[config.mk]
export PLATFORM = sky130hd
export DESIGN_NAME = uart_tx_feeder
export DESIGN_NICKNAME = d
export VERILOG_FILES = /design/src/rtl/uart_tx_feeder.sv
export SDC_FILE = /design/constraint.sdc
export NUM_CORES = 1
export LEC_CHECK = 0
export ABC_AREA = 1
export CORE_UTILIZATION = 65
export DETAILED_ROUTE_END_ITERATION = 12
export GPL_TIMING_DRIVEN = 0
export HOLD_SLACK_MARGIN = 0.06
export PLACE_DENSITY = 0.91
export RECOVER_POWER = 25
export SLEW_MARGIN = 15
export SYNTH_ARGS = -nofsm -noshare
export SYNTH_HDL_FRONTEND = slang
export SYNTH_SLANG_ARGS = --single-unit
[constraint.sdc]
create_clock -name clk -period 3.7 [get_ports clk]
set_clock_uncertainty 0.1 [all_clocks]
set_input_delay 1.11 -clock clk [delete_from_list [all_inputs] [get_ports clk]]
set_output_delay 1.11 -clock clk [all_outputs]
set_load 0.03 [all_outputs]
[src/rtl/uart_tx_feeder.sv]
// Byte FIFO plus pacer feeding a UART transmitter that has no ready output.
// Latency: a byte written into an empty, idle block is issued (tx_vld) two cycles after the write edge.
// Backpressure: none upstream; writes to a full FIFO are dropped and flagged with a one-cycle ovf pulse.
module uart_tx_feeder #(
  parameter int DATA_W     = 8,
  parameter int DEPTH_LOG2 = 4,
  parameter int BAUD_DIV   = 5208,
  parameter int FRAME_BITS = 10,
  parameter int GAP_CYC    = 2
) (
  input  logic                  clk,
  input  logic                  rst_n,
  input  logic                  wr_en,
  input  logic [DATA_W-1:0]     wr_data,
  output logic                  full,
  output logic [DEPTH_LOG2:0]   level,
  output logic                  ovf,
  output logic                  busy,
  output logic                  tx_vld,
  output logic [DATA_W-1:0]     tx_data
);

  localparam int DEPTH = 1 << DEPTH_LOG2;
  localparam int PACE  = FRAME_BITS * BAUD_DIV + GAP_CYC;
  localparam int CNT_W = $clog2(PACE);
  // WAIT lasts PACE-2 cycles; IDLE and ISSUE supply the other two, so back-to-back issues are PACE apart.
  localparam logic [CNT_W-1:0]      CNT_LAST = CNT_W'(PACE - 3);
  localparam logic [DEPTH_LOG2:0]   LVL_FULL = (DEPTH_LOG2 + 1)'(DEPTH);

  typedef enum logic [1:0] {IDLE, ISSUE, WAIT} state_t;

  state_t                  state;
  state_t                  state_nxt;
  logic [DATA_W-1:0]       mem [DEPTH];
  logic [DEPTH_LOG2-1:0]   wr_ptr;
  logic [DEPTH_LOG2-1:0]   rd_ptr;
  logic [DEPTH_LOG2:0]     level_nxt;
  logic [CNT_W-1:0]        cnt;
  logic                    push;
  logic                    pop;

  // A write is taken only when the registered full flag says there is room.
  assign push = wr_en && !full;

  // Storage array; no reset needed since only entries below level are ever read.
  always_ff @(posedge clk) begin
    if (push) mem[wr_ptr] <= wr_data;
  end

  // Occupancy after this edge, accounting for a simultaneous push and pop.
  always_comb begin
    level_nxt = level;
    case ({push, pop})
      2'b10:   level_nxt = level + 1'b1;
      2'b01:   level_nxt = level - 1'b1;
      default: level_nxt = level;
    endcase
  end

  // FIFO pointers, level, full and overflow pulse.
  always_ff @(posedge clk or negedge rst_n) begin
    if (!rst_n) begin
      wr_ptr <= '0;
      rd_ptr <= '0;
      level  <= '0;
      full   <= 1'b0;
      ovf    <= 1'b0;
    end else begin
      if (push) wr_ptr <= wr_ptr + 1'b1;
      if (pop)  rd_ptr <= rd_ptr + 1'b1;
      level <= level_nxt;
      full  <= (level_nxt == LVL_FULL);
      ovf   <= wr_en && full;
    end
  end

  // Pacer state register.
  always_ff @(posedge clk or negedge rst_n) begin
    if (!rst_n) state <= IDLE;
    else        state <= state_nxt;
  end

  // Pacer next-state logic.
  always_comb begin
    state_nxt = state;
    case (state)
      IDLE:    if (level != '0) state_nxt = ISSUE;
      ISSUE:   state_nxt = WAIT;
      WAIT:    if (cnt == CNT_LAST) state_nxt = IDLE;
      default: state_nxt = IDLE;
    endcase
  end

  // Pacer outputs: the head is consumed during the single ISSUE cycle.
  always_comb begin
    pop = (state == ISSUE);
  end

  // Pace counter: held at zero outside WAIT so it starts from zero on every entry.
  always_ff @(posedge clk or negedge rst_n) begin
    if (!rst_n)              cnt <= '0;
    else if (state != WAIT)  cnt <= '0;
    else                     cnt <= cnt + 1'b1;
  end

  // Registered issue strobe; tx_data changes only together with tx_vld and then holds.
  always_ff @(posedge clk or negedge rst_n) begin
    if (!rst_n) begin
      tx_vld  <= 1'b0;
      tx_data <= '0;
    end else begin
      tx_vld <= pop;
      if (pop) tx_data <= mem[rd_ptr];
    end
  end

  assign busy = (level != '0) || (state != IDLE);

endmodule

### Signal wires by layer, run 1

Scale bar: 20 µm.
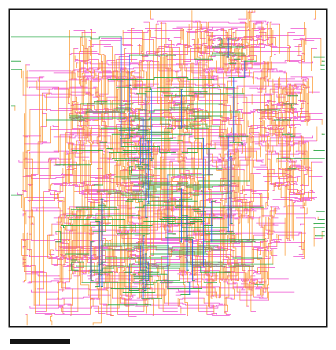
Magenta shows M1, wire length 6260 µm. Green shows M3, wire length 1860 µm. Blue shows M4, wire length 554 µm. Orange shows M2, wire length 8460 µm.
Routed WL per cell: 21.39 µm
wire length after detailed routing: 17130 µm

### Signal metal coverage by tile, run 1

Scale bar: 20 µm. The die is cut into 21 by 21 equal tiles; dark blue is low, red is high, scaled to the fullest tile. Values are wire area over tile area, all layers added.
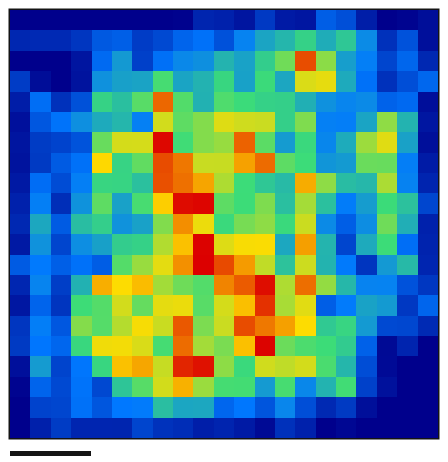
The fullest tile reaches 0.69. 33% of the tiles are over half the peak. The densest ninth of the die: centre. 7.3% of the tiles are nearly empty. The mean over all tiles is 0.26.
GRT Overall Usage: 0.3283
total number of vias: 5203

### Placement by cell class, run 1

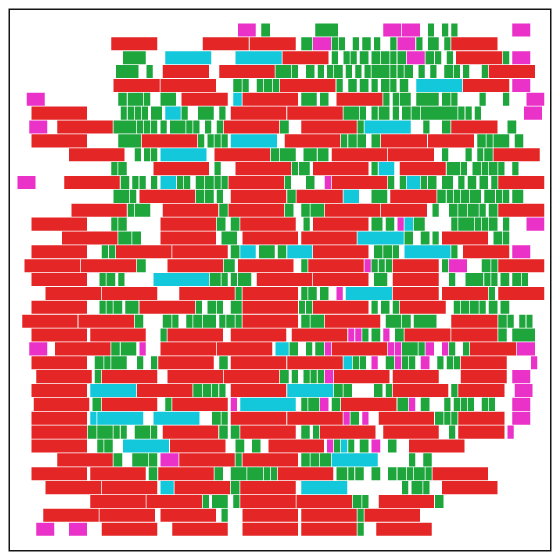
Green shows remaining logic cells, cells 411, share of their area 26%. Cyan shows clock drivers and dummy loads, cells 32, share of their area 7.2%. Magenta shows remaining buffers and delay cells, cells 52, share of their area 4.6%. Red shows registers, cells 170, share of their area 62%.
Post-Layout Inst Area: 0.008014 mm²
core region area: 0.01042 mm²
final core utilization: 0.7694

### Routing congestion, run 1

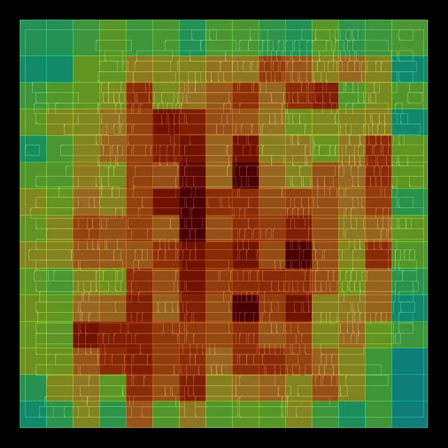
most utilized layer in the global route result: met2
grt met2 use: 0.5271
met1 track demand over resource in global routing: 0.4232
met3 Usage GRT: 0.09135

==> PnR_summary.wiki, run 1 <==
== Implementation results ==
{| class="wikitable"
! Metric !! Value
|-
| Result of the run || finished with violations
|-
| Failing checks || capacitance limit, slew limit
|-
| Clk pin slew, worst setup/hold paths || 70 ps
|-
| Sequential-cell power consumption || 0.00235 W
|-
| Syn Nets || 624
|-
| Clk latency late pin || 530 ps
|-
| Post-cts repair resize count || 0
|-
| Path length in cells of the critical path || 3
|-
| Final weighted congestion in routability-driven placement || 0.9296
|-
| Tally of yosys warning messages || 0
|-
| Path depth of the worst reg2reg path || 5
|-
| Worst reg2reg path endpoint || mem[11][4]
|-
| Horizontal extent of the die || 105.9 µm
|-
| Uppermost layer routed || met4
|-
| Kind of capture point of the worst setup path || output port
|-
| Aggregate negative setup slack || 0 ps
|-
| Number of hold-repair buffers added at the cts stage || 0
|-
| Unrepaired setup endpoints after global routing || false
|-
| Cell-internal power || 0.003389 W
|-
| Top library cells by usage in the layout, fill and taps aside || 128 x edfxtp_1, 112 x nor2_1, 82 x o21ai_0, 57 x nand2_1, 42 x dfrtp_1
|-
| Capturing element of the worst setup path || busy
|-
| Area leader, netlist || edfxtp_1
|-
| Share of the synthesized area in the top cell type || 0.5477
|-
| Class of the tightest hold or removal check || input port to asynchronous set/reset pin
|-
| Max Cap Violations || 1
|-
| Actual transition at the worst max-transition pin || 1880 ps
|-
| Met3 Wirelength || 1858 µm
|-
| Family with the most delay on the worst path || buffers and inverters
|-
| Largest register FFs || 128
|-
| Launch instance of the worst register-to-register path || full
|-
| Lkg Pwr || 2.916 nW
|-
| Total tool warning count || 29
|-
| Count of endpoints failing hold in the final timing report || 0
|-
| Final WS setup || 541.5 ps
|-
| Post-synthesis async set-or-reset flop share || 0.2471
|-
| Clk Tree Root Cell || clkbuf_8
|-
| Data required time at the worst endpoint || 2490 ps
|-
| Critical-path cell with the highest stage delay || clkdlybuf4s50_1
|-
| Count of pins over their slew limit || 35
|-
| TritonCTS Buffers || 17
|-
| Count of flip-flops with a built-in enable after synthesis || 128
|-
| Launch point of the worst path || level[0]
|-
| Iteration-0 DRC Markers || 792
|-
| Via count of the first global-routing pass || 5088
|-
| Switching power of the nets || 0.001238 W
|-
| Routed length on met1 || 6263 µm
|-
| Logic pwr share || 0.123
|-
| Worst Path Buf+Inv || 1
|-
| Worst R2R Setup Slack || 1350 ps
|-
| Layout cell share with drive strength beyond 1 || 0.06917
|-
| Largest register by flop count || mem
|-
| Crit-path max FO || 6
|-
| Total clock network power || 0.00171 W
|-
| Registers with the highest flip-flop counts || mem: 128 flops, cnt: 16 flops, tx_data: 8 flops
|-
| Maximum vdd ir drop || 0.0003632 V
|-
| PortBufs || 27
|-
| Final critical-path required period || 3158 ps
|-
| Largest cells by area || edfxtp_1 55%, dfrtp_1 15%, nor2_1 5.9%, o21ai_0 5.8%, nand2_1 3.0%
|-
| Power share of the sequential group || 0.508
|-
| Clk buf depth || 2
|}
==> run 1: kinds of logic (layout without fill, tap and decap cells) <==
family | count (synthesis) | count (layout) | synth area share
simple gates | 214 | 214 | 0.1285
flops | 170 | 170 | 0.6975
compound gates | 138 | 138 | 0.1127
buf+inv | 67 | 127 | 0.03708
fa+ha+maj | 8 | 8 | 0.01426
xor+xnor | 8 | 8 | 0.009984
==> run 1: cell type report <==
type                    count  area [µm²]  share of cell area
clock buffers              19       421.7             0.05262
repair buffers             28       267.8             0.03341
multi-input cells         368        1861              0.2322
clock inverters            13       141.4             0.01764
inverters                  43       161.4             0.02014
well taps                 136       170.2             0.02123
plain buffers              24       96.34             0.01202
flip-flops and latches    170        4895              0.6108
## Run 2: what changed since run 1
--- a/config.mk
+++ b/config.mk
@@ -6,13 +6,15 @@
 export NUM_CORES = 1
 export LEC_CHECK = 0
 export ABC_AREA = 1
+export CORE_MARGIN = 8
 export CORE_UTILIZATION = 65
+export CTS_BUF_LIST = sky130_fd_sc_hd__clkbuf_2
 export DETAILED_ROUTE_END_ITERATION = 12
 export GPL_TIMING_DRIVEN = 0
 export HOLD_SLACK_MARGIN = 0.06
 export PLACE_DENSITY = 0.91
 export RECOVER_POWER = 25
-export SLEW_MARGIN = 15
+export SLEW_MARGIN = 10
 export SYNTH_ARGS = -nofsm -noshare
 export SYNTH_HDL_FRONTEND = slang
 export SYNTH_SLANG_ARGS = --single-unit
==> PnR_summary.wiki, run 2 <==
== Implementation results ==
{| class="wikitable"
! Metric !! Value
|-
| Post-cts repair resize count || 0
|-
| Core Density at Floorplan || 0.6560
|-
| Most used flip-flop cell after synthesis || edfxtp_1
|-
| Routed vias/inst || 6.272
|-
| Aggregate negative setup slack || 0 ps
|-
| Comb group || 0.000581 W
|-
| Max Cap Violations || 0
|-
| Layout cell share with drive strength beyond 1 || 0.07368
|-
| Gate count after technology mapping || 605
|-
| Detailed route wirelength on metal2 || 8163 µm
|-
| Wire length after detailed routing || 16360 µm
|-
| Count of endpoints failing hold in the final timing report || 0
|-
| Clk Tree Root Cell || clkbuf_2
|-
| Buffer count from post-CTS setup fixing || 0
|-
| Switching power share of the total || 0.2972
|-
| GRT Overall Usage || 0.2358
|-
| Actual transition at the worst max-transition pin || 1293 ps
|-
| Launch instance of the worst register-to-register path || full
|-
| Clk buf depth || 2
|-
| Largest cells by area || edfxtp_1 55%, dfrtp_1 15%, nor2_1 5.9%, o21ai_0 5.8%, nand2_1 3.0%
|-
| Basic Gates by Area || 0.1285
|-
| Total die area || 0.01438 mm²
|-
| Clock power share || 0.254
|-
| Kind of capture point of the worst setup path || output port
|-
| Worst R2R Setup Slack || 1380 ps
|-
| PortBufs || 27
|-
| Most frequently placed logic cell in the final layout || edfxtp_1
|-
| Final tally of setup violations || 0
|-
| Biggest power consumer among the groups || sequential cells
|-
| Path depth of the worst reg2reg path || 13
|-
| Dominant comb cell || simple AND/OR/NAND/NOR gates
|-
| Number of hold-repair buffers added at the cts stage || 0
|-
| Total tool warning count || 29
|-
| Number of antenna violations at the first check in global routing || 1
|-
| Sequential-cell power consumption || 0.00234 W
|-
| Avg Inst Size Synth || 11.60 µm²
|-
| NumNets Final || 671
|-
| Dpl ws || 256.6 ps
|-
| Via count of the first global-routing pass || 4949
|-
| Uppermost layer routed || met4
|-
| Iteration-0 DRC Markers || 787
|-
| Lkg Pwr || 2.792 nW
|-
| DRT antenna net count || 0
|-
| Number of top-level design ports || 28
|-
| Highest achievable clock rate || 287.7 MHz
|-
| Clk pin slew, worst setup/hold paths || 250 ps
|-
| Instance area at placement || 0.007486 mm²
|-
| Relative slew slack || 0.1379
|-
| Critical path start-end classification || register to output port
|-
| Largest register by flop count || mem
|-
| Largest register FFs || 128
|-
| Registers with the highest flip-flop counts || mem: 128 flops, cnt: 16 flops, tx_data: 8 flops
|-
| Met3 Wirelength || 1551 µm
|-
| Worst hold slack across all endpoints || 344.0 ps
|-
| Unrepaired setup endpoints after global routing || false
|-
| Post-synthesis adder-cell area fraction || 0.01426
|-
| Number of DRC violations after detailed routing || 0
|-
| Total power after layout || 0.003914 W
|-
| Total number of vias || 5055
|-
| Vertical die dimension || 119.9 µm
|-
| Class of the tightest hold or removal check || input port to asynchronous set/reset pin
|-
| Count leader, synth || edfxtp_1
|-
| Worst reg2reg path endpoint || full
|-
| Count of flip-flops with a built-in enable after synthesis || 128
|-
| And-or/or-and share of the synthesized area || 0.1127
|-
| Post-route clock period utilization || 0.9394
|-
| Post-synthesis async set-or-reset flop share || 0.2471
|-
| Count of H-tree levels built during CTS || 4
|-
| DP Cell Count || 773
|-
| Tally of yosys warning messages || 0
|-
| Xor/xnor share of the synthesized area || 0.009984
|-
| Logic pwr share || 0.148
|-
| TritonCTS Buffers || 17
|-
| Share of the synthesized area in the top cell type || 0.5477
|-
| Power share of the sequential group || 0.597
|-
| Total clock network power || 0.000996 W
|-
| Syn Nets || 624
|-
| Final critical-path required period || 3476 ps
|-
| Maximum number of pins on one net before global-route repair || 24
|-
| Multiplexer fraction of the synthesized cell area || 0
|-
| Final core utilization || 0.7209
|-
| Remaining global-route overflow || 0
|-
| Count of pins over their slew limit || 0
|-
| Number of cell instances after yosys synthesis || 605
|-
| TritonCTS clock tree || yes
|-
| Post-synthesis sequential area ratio || 0.6975
|-
| Distinct cell type count after synthesis || 32
|-
| Final weighted congestion in routability-driven placement || 0.8709
|-
| Routed length on met1 || 6170 µm
|-
| Chip area estimate from yosys synthesis || 0.007018 mm²
|-
| Final WS setup || 224.2 ps
|-
| Horizontal extent of the die || 119.9 µm
|-
| Data required time at the worst endpoint || 2490 ps
|-
| Non-filler cells in the finished layout || 806
|-
| Cell-internal power || 0.002751 W
|-
| Top library cells by usage in the layout, fill and taps aside || 128 x edfxtp_1, 112 x nor2_1, 82 x o21ai_0, 57 x nand2_1, 42 x dfrtp_1
|-
| Switching power of the nets || 0.001163 W
|-
| Cell Pwr Density || 507.5 mW/mm²
|-
| Result of the run || finished clean
|-
| TritonCTS sink count || 170
|-
| Estimated wirelength of the detail-placed design || 11230 µm
|-
| Clk latency late pin || 780 ps
|-
| Post-Syn Area || 0.007018 mm²
|-
| Maximum vdd ir drop || 0.0003199 V
|-
| Crit-path max FO || 4
|-
| Global-route wire length before repair || 25790 µm
|-
| Layout overhead on the synthesized area || 9.895%
|-
| First-pass DRT Iterations || 6
|-
| Most frequent cells after synthesis || 128 x edfxtp_1, 111 x nor2_1, 82 x o21ai_0
|-
| Crit path arrival time || 2270 ps
|-
| Launch point of the worst path || state[1]
|-
| Crit start category || register
|-
| Number of synthesized register bits || 170
|-
| Routed WL per cell || 20.30 µm
|-
| Area leader, netlist || edfxtp_1
|-
| Post-Layout Inst Area || 0.007712 mm²
|-
| Fillcell total || 708
|-
| Capturing element of the worst setup path || busy
|}
==> run 2: routing by layer <==
layer,vias to the layer above,GRT usage
li1,2243,-
met1,2414,0.2941
met2,346,0.3863
met3,52,0.04932
met4,0,0.1171
met5,-,0
==> run 2: cell type report <==
class / count / area, µm² / share of cell area
tap: 140 / 175.2 / 0.02271
multi-input combinational: 368 / 1861 / 0.2412
clock buffer: 18 / 90.09 / 0.01168
buffer: 24 / 97.59 / 0.01265
clock inverter: 14 / 162.7 / 0.02109
antenna: 1 / 2.502 / 0.0003245
timing repair buffer: 28 / 267.8 / 0.03472
sequential: 170 / 4895 / 0.6347
inverter: 43 / 161.4 / 0.02093
==> run 2: worst max-delay path: stages, from the launching register on <==
cell	delay [ps]
dfrtp_1	520
nor2_1	190
nand4_1	160
clkdlybuf4s50_1	630
### Placement by cell class, run 2

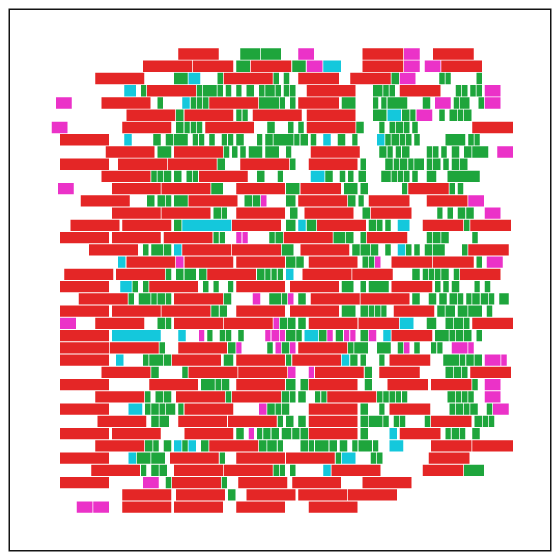
Magenta shows remaining buffers and delay cells, cells 52, share of their area 4.8%. Green shows remaining logic cells, cells 411, share of their area 27%. Cyan shows clock drivers and dummy loads, cells 32, share of their area 3.4%. Red shows registers, cells 170, share of their area 65%.
core region area: 0.01070 mm²
number of placement rows: 38

Power figures rest on the tool's default switching activity, not on a simulated workload.
